--- config.mk ---
export PLATFORM = sky130hd
export DESIGN_NAME = dr_word_decoder
export DESIGN_NICKNAME = d
export VERILOG_FILES = /design/src/rtl/dr_word_decoder_pkg.sv /design/src/rtl/dr_word_decoder_bit_capture.sv /design/src/rtl/dr_word_decoder.sv
export SDC_FILE = /design/constraint.sdc
export NUM_CORES = 1
export LEC_CHECK = 0
export ABC_AREA = 1
export CAP_MARGIN = 0
export CORE_ASPECT_RATIO = 1.75
export CORE_MARGIN = 5
export CORE_UTILIZATION = 30
export CTS_CLUSTER_SIZE = 24
export DETAILED_ROUTE_END_ITERATION = 8
export PLACE_DENSITY = 0.61
export SLEW_MARGIN = 30
export SYNTH_ARGS = -nofsm -noshare
export SYNTH_HDL_FRONTEND = slang
export SYNTH_SLANG_ARGS = --single-unit
--- constraint.sdc ---
create_clock -name clk -period 3.08 [get_ports clk]
set_input_delay 0.308 -clock clk [delete_from_list [all_inputs] [get_ports clk]]
set_output_delay 0.308 -clock clk [all_outputs]
set_load 0.005 [all_outputs]
--- src/rtl/dr_word_decoder_pkg.sv ---
// Shared types for the dual-rail word decoder: error codes, FSM states and
// counter width.
package dr_pkg;

  localparam int ERR_CNT_W = 8;

  typedef enum logic [1:0] {
    ERR_NONE     = 2'd0,
    ERR_CONFLICT = 2'd1,
    ERR_OVERRUN  = 2'd2,
    ERR_TIMEOUT  = 2'd3
  } err_code_t;

  typedef enum logic [1:0] {
    ST_EMPTY   = 2'd0,
    ST_PARTIAL = 2'd1,
    ST_FULL    = 2'd2
  } state_t;

endpackage

--- src/rtl/dr_word_decoder_bit_capture.sv ---
// One dual-rail bit: sticky p/n flops plus the merged view of this cycle's
// pulses, so the top can decide completion/conflict before anything is stored.
module dr_bit_capture
  import dr_pkg::*;
(
  input  logic clk,
  input  logic rst_n,
  input  logic merge_en_i,
  input  logic clr_i,
  input  logic ld_i,
  input  logic in_p_i,
  input  logic in_n_i,
  output logic done_o,
  output logic conflict_o,
  output logic value_o
);

  logic p_q, n_q;
  logic p_d, n_d;

  // In FULL the inputs are ignored so the frozen word is what the top sees.
  assign p_d = p_q | (in_p_i & merge_en_i);
  assign n_d = n_q | (in_n_i & merge_en_i);

  assign done_o     = p_d | n_d;
  assign conflict_o = p_d & n_d;
  assign value_o    = p_d;

  always_ff @(posedge clk) begin
    if (!rst_n || clr_i) begin
      p_q <= 1'b0;
      n_q <= 1'b0;
    end else if (ld_i) begin
      p_q <= p_d;
      n_q <= n_d;
    end
  end

endmodule

--- src/rtl/dr_word_decoder.sv ---
// Dual-rail to single-rail word decoder with a 2-deep buffer (collection + output).
// Optional partial-word timeout is enabled by defining DR_DECODE_TIMEOUT_EN.
module dr_word_decoder
  import dr_pkg::*;
#(
  parameter int WIDTH   = 8,
  parameter int TIMEOUT = 16
) (
  input  logic                 clk,
  input  logic                 rst_n,
  input  logic [WIDTH-1:0]     in_p,
  input  logic [WIDTH-1:0]     in_n,
  output logic [WIDTH-1:0]     out_data,
  output logic                 out_valid,
  input  logic                 out_ready,
  output logic                 err,
  output logic [1:0]           err_code,
  output logic [ERR_CNT_W-1:0] err_cnt
);

  state_t                 state_q, state_d;
  logic [WIDTH-1:0]       out_data_q, out_data_d;
  logic                   out_valid_q, out_valid_d;
  logic                   err_q, err_d;
  err_code_t              err_code_q, err_code_d;
  logic [ERR_CNT_W-1:0]   err_cnt_q, err_cnt_d;

  logic [WIDTH-1:0] bit_done, bit_conflict, bit_value;
  logic             merge_en, clr, ld;
  logic             any_conflict, all_done, any_set, any_in, out_free, tmo_hit;

  assign merge_en = (state_q != ST_FULL);

  for (genvar gi = 0; gi < WIDTH; gi++) begin : g_bit
    dr_bit_capture u_cap (
      .clk        (clk),
      .rst_n      (rst_n),
      .merge_en_i (merge_en),
      .clr_i      (clr),
      .ld_i       (ld),
      .in_p_i     (in_p[gi]),
      .in_n_i     (in_n[gi]),
      .done_o     (bit_done[gi]),
      .conflict_o (bit_conflict[gi]),
      .value_o    (bit_value[gi])
    );
  end

  assign any_conflict = |bit_conflict;
  assign all_done     = &bit_done;
  assign any_set      = |bit_done;
  assign any_in       = |(in_p | in_n);
  assign out_free     = !out_valid_q || out_ready;

`ifdef DR_DECODE_TIMEOUT_EN
  localparam int TMO_W = $clog2(TIMEOUT + 1);
  logic [TMO_W-1:0] tmo_q, tmo_d;

  // Counts idle cycles in PARTIAL; any fresh pulse restarts the window.
  assign tmo_d   = (state_q != ST_PARTIAL || any_in) ? '0 : tmo_q + TMO_W'(1);
  assign tmo_hit = (state_q == ST_PARTIAL) && !any_in && (tmo_q == TMO_W'(TIMEOUT));

  always_ff @(posedge clk) begin
    if (!rst_n) tmo_q <= '0;
    else        tmo_q <= tmo_d;
  end
`else
  logic [31:0] unused_timeout;
  assign unused_timeout = 32'(TIMEOUT);
  assign tmo_hit        = 1'b0;
`endif

  always_comb begin
    state_d     = state_q;
    out_data_d  = out_data_q;
    out_valid_d = out_valid_q && !out_ready;
    err_d       = 1'b0;
    err_code_d  = ERR_NONE;
    clr         = 1'b0;
    ld          = 1'b0;
    if (state_q == ST_FULL) begin
      if (any_in) begin
        err_d      = 1'b1;
        err_code_d = ERR_OVERRUN;
      end
      if (out_valid_q && out_ready) begin
        out_data_d  = bit_value;
        out_valid_d = 1'b1;
        clr         = 1'b1;
        state_d     = ST_EMPTY;
      end
    end else if (any_conflict) begin
      err_d      = 1'b1;
      err_code_d = ERR_CONFLICT;
      clr        = 1'b1;
      state_d    = ST_EMPTY;
    end else if (all_done) begin
      if (out_free) begin
        out_data_d  = bit_value;
        out_valid_d = 1'b1;
        clr         = 1'b1;
        state_d     = ST_EMPTY;
      end else begin
        ld      = 1'b1;
        state_d = ST_FULL;
      end
    end else if (tmo_hit) begin
      err_d      = 1'b1;
      err_code_d = ERR_TIMEOUT;
      clr        = 1'b1;
      state_d    = ST_EMPTY;
    end else begin
      ld      = 1'b1;
      state_d = any_set ? ST_PARTIAL : ST_EMPTY;
    end
  end

  always_comb begin
    err_cnt_d = err_cnt_q;
    if (err_d && (err_cnt_q != '1)) err_cnt_d = err_cnt_q + ERR_CNT_W'(1);
  end

  always_ff @(posedge clk) begin
    if (!rst_n) begin
      state_q     <= ST_EMPTY;
      out_data_q  <= '0;
      out_valid_q <= 1'b0;
      err_q       <= 1'b0;
      err_code_q  <= ERR_NONE;
      err_cnt_q   <= '0;
    end else begin
      state_q     <= state_d;
      out_data_q  <= out_data_d;
      out_valid_q <= out_valid_d;
      err_q       <= err_d;
      err_code_q  <= err_code_d;
      err_cnt_q   <= err_cnt_d;
    end
  end

  assign out_data  = out_data_q;
  assign out_valid = out_valid_q;
  assign err       = err_q;
  assign err_code  = err_code_q;
  assign err_cnt   = err_cnt_q;

endmodule

Fig. 1: M2 wires
The bar under the picture is 20 um long.
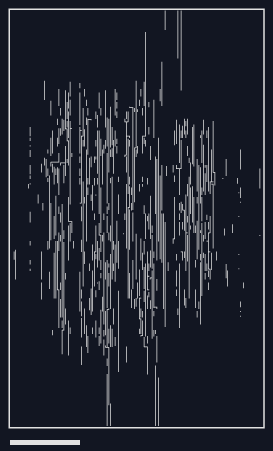
longest straight run: 34.7 um
nets with wire on the layer: 309
main direction: vertical
share of all routed wire: 53%
vias: 2010
global routing usage on met2: 0.226

Fig. 2: cells coloured by class
The bar under the picture is 20 um long. Fill, decap, tap and diode cells in grey.
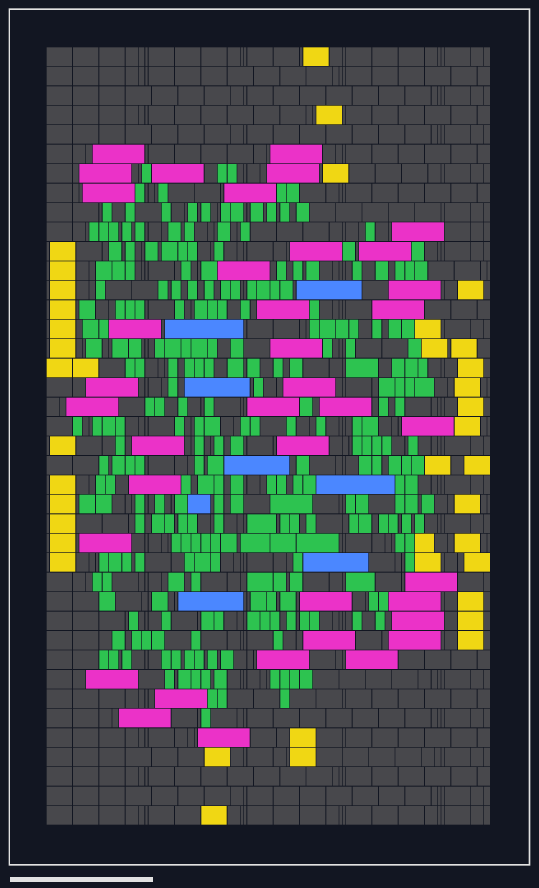
legend:
  combinational and other logic:
    colour: green
    cells: 269
    share_of_their_area: 48%
  remaining buffers and delay cells:
    colour: yellow
    cells: 39
    share_of_their_area: 15%
  clock drivers and dummy loads:
    colour: blue
    cells: 8
    share_of_their_area: 7.6%
  sequential cells:
    colour: magenta
    cells: 38
    share_of_their_area: 30%
Core Footprint: 6760 um2
Final Cell Area: 2660 um2

Fig. 3: routed clock nets over the placement
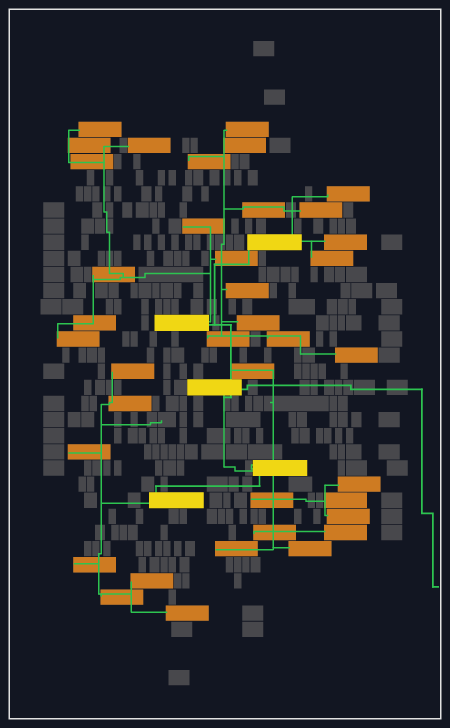
legend:
  flip-flops:
    colour: orange
    count: 38
  clock wires:
    colour: green
    length: 556 um
  clock drivers:
    colour: yellow
    count: 5
routed clock nets: 6
Clk power: 671 uW
clock skew: 4.06 ps
clock group share of total power: 0.506
Clock Latency Late Sink: 280 ps

Fig. 4: cell outlines without signal wires
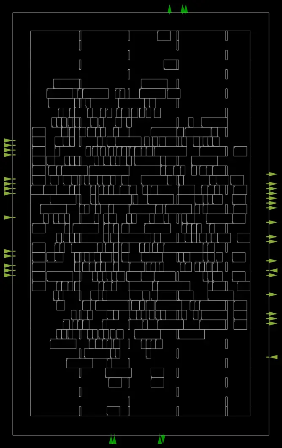
post-layout util: 0.394
# fillers: 729
Seq/total area: 0.286
non-filler cells, final: 438
Flops: 38

Fig. 5: power grid
Pins as bars on the die edge. Tap cells in grey.
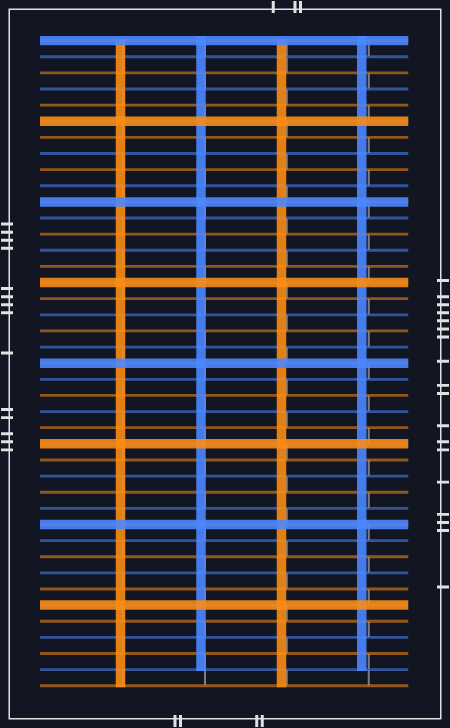
legend:
  VSS:
    colour: orange
  VDD:
    colour: blue
met5 straps: 8
met4 straps: 4
die span in y: 119 um
worst vdd ir: 0.236 mV
chip width: 72.5 um

==> results_dict.tcl <==
# collected from the flow reports
set metrics [dict create \
    status "finished clean" \
    tool_warnings 26 \
    cp-endpoint "out_data[7]$_SDFFE_PN0P_" \
    areaGrowthSynthToFinish_pct 29.8 \
    die-area_um2 8660 \
    worstPathMaxFanout 26 \
    syn_area_um2 2050 \
    final_antenna_net_count 0 \
    finalClockPeriodUsage 0.644 \
    mux_area_frac 0 \
    grt_use_met1 0.135 \
    setup_slack_ps 1100 \
    root_buffer "clkbuf_16" \
    busiest_layer "met2" \
    r2r_cells 11 \
    grt_max_degree 27 \
    nets 373 \
    grt_use_total 0.123 \
    p_per_area_nw_per_um2 498 \
    hold_viol_final 0 \
    lay_top_count "nand2_1" \
    worst_pin_slew_ps 455 \
    clk_pin_slew_ps 60 \
    final_layout_size_suffix_gt1_frac 0.0932 \
    gp_congestion 0.751 \
    hold_end "out_data[1]$_SDFFE_PN0P_" \
    grtUsageMet3 0.0262 \
    crit_path_cell_trace "nand2_4 > nand2_1 > nand2_1 > nand2_1 > nand2_1 > nor2_2 > nand2_2 > a21oi_4 > nand3_1 > nand2_1 > nor2_1" \
    num_rows 40 \
    via_per_inst 4.59 \
    critPathMaxStageDelay_ps 380 \
    ys_area_um2 2050 \
    cp_data_required_time_ps 3250 \
    insertedDiodeCount 0 \
    cts_tree "done" \
    ys_sh_simple 0.378 \
    drtIter0Drc 71 \
    ff_latch_area_um2 761 \
    cts_buffer_depth 2 \
    compound_area_frac 0.101 \
    grt_pass1_vias 1913 \
    fp-utilization 0.304 \
    max_cap_viol_count 0 \
    yosys_cells 316 \
    drc_errors 0 \
    grt-ovfl-total 0 \
    post-cts-setup-buffers 0 \
    synth_cells 316 \
]
## state kept, by name (all words and copies together), names as in the netlist
register / flops
err: 1
err_cnt: 8
err_code: 2
g_bit.u_cap.n_q: 8
g_bit.u_cap.p_q: 8
out_data: 8
out_valid: 1
state_q: 2
## layout make-up
type                    instances  area share
multi-input cells             211       0.374
well taps                      84      0.0395
clock inverters                 3      0.0258
flip-flops and latches         38       0.286
repair buffers                 39       0.146
clock buffers                   5      0.0470
inverters                      58      0.0822
## stage by stage
stage	std cells	utilization
after floorplan	316	-
after global placement	430	0.365
after detailed placement	430	0.365
after CTS	438	0.394
after global routing	438	0.394
final	438	0.394
## power breakdown
group | leakage (nW) | switching [mW] | internal [mW] | total (mW)
Combinational | 0.912 | 0.0794 | 0.0658 | 0.145
Sequential | 0.308 | 0.00748 | 0.501 | 0.509
Clock | 0.0940 | 0.206 | 0.465 | 0.671
Total | 1.31 | 0.293 | 1.03 | 1.33
## synth_stat cells (all sizes together)
cell	n	area share
nand2	111	0.22
inv	57	0.10
dfxtp	38	0.37
nor2	25	0.051
nand3	21	0.056
a21oi	20	0.054
o21ai	17	0.047
buf	7	0.034
nor4	6	0.018
nand4	5	0.015
and2	2	0.0061
clkbuf	2	0.0037
and3	1	0.0031
clkinv	1	0.0024
ha	1	0.0061
nor3	1	0.0024
nor3b	1	0.0037
## kinds of logic (layout without fill, tap and decap cells)
| kind of cell | count (synthesis) | in the layout |
|---|---|---|
| buffers and inverters | 67 | 105 |
| adder cells (fa/ha/maj) | 1 | 1 |
| AND-OR/OR-AND | 37 | 37 |
| flip-flops | 38 | 38 |
| AND/OR/NAND/NOR | 173 | 173 |
## routing by layer
layer	share of wire	wire [um]
met1	0.40	1980
met2	0.53	2610
met3	0.054	266
met4	0.016	78
met5	0	0
Power and IR drop assume default switching activity.
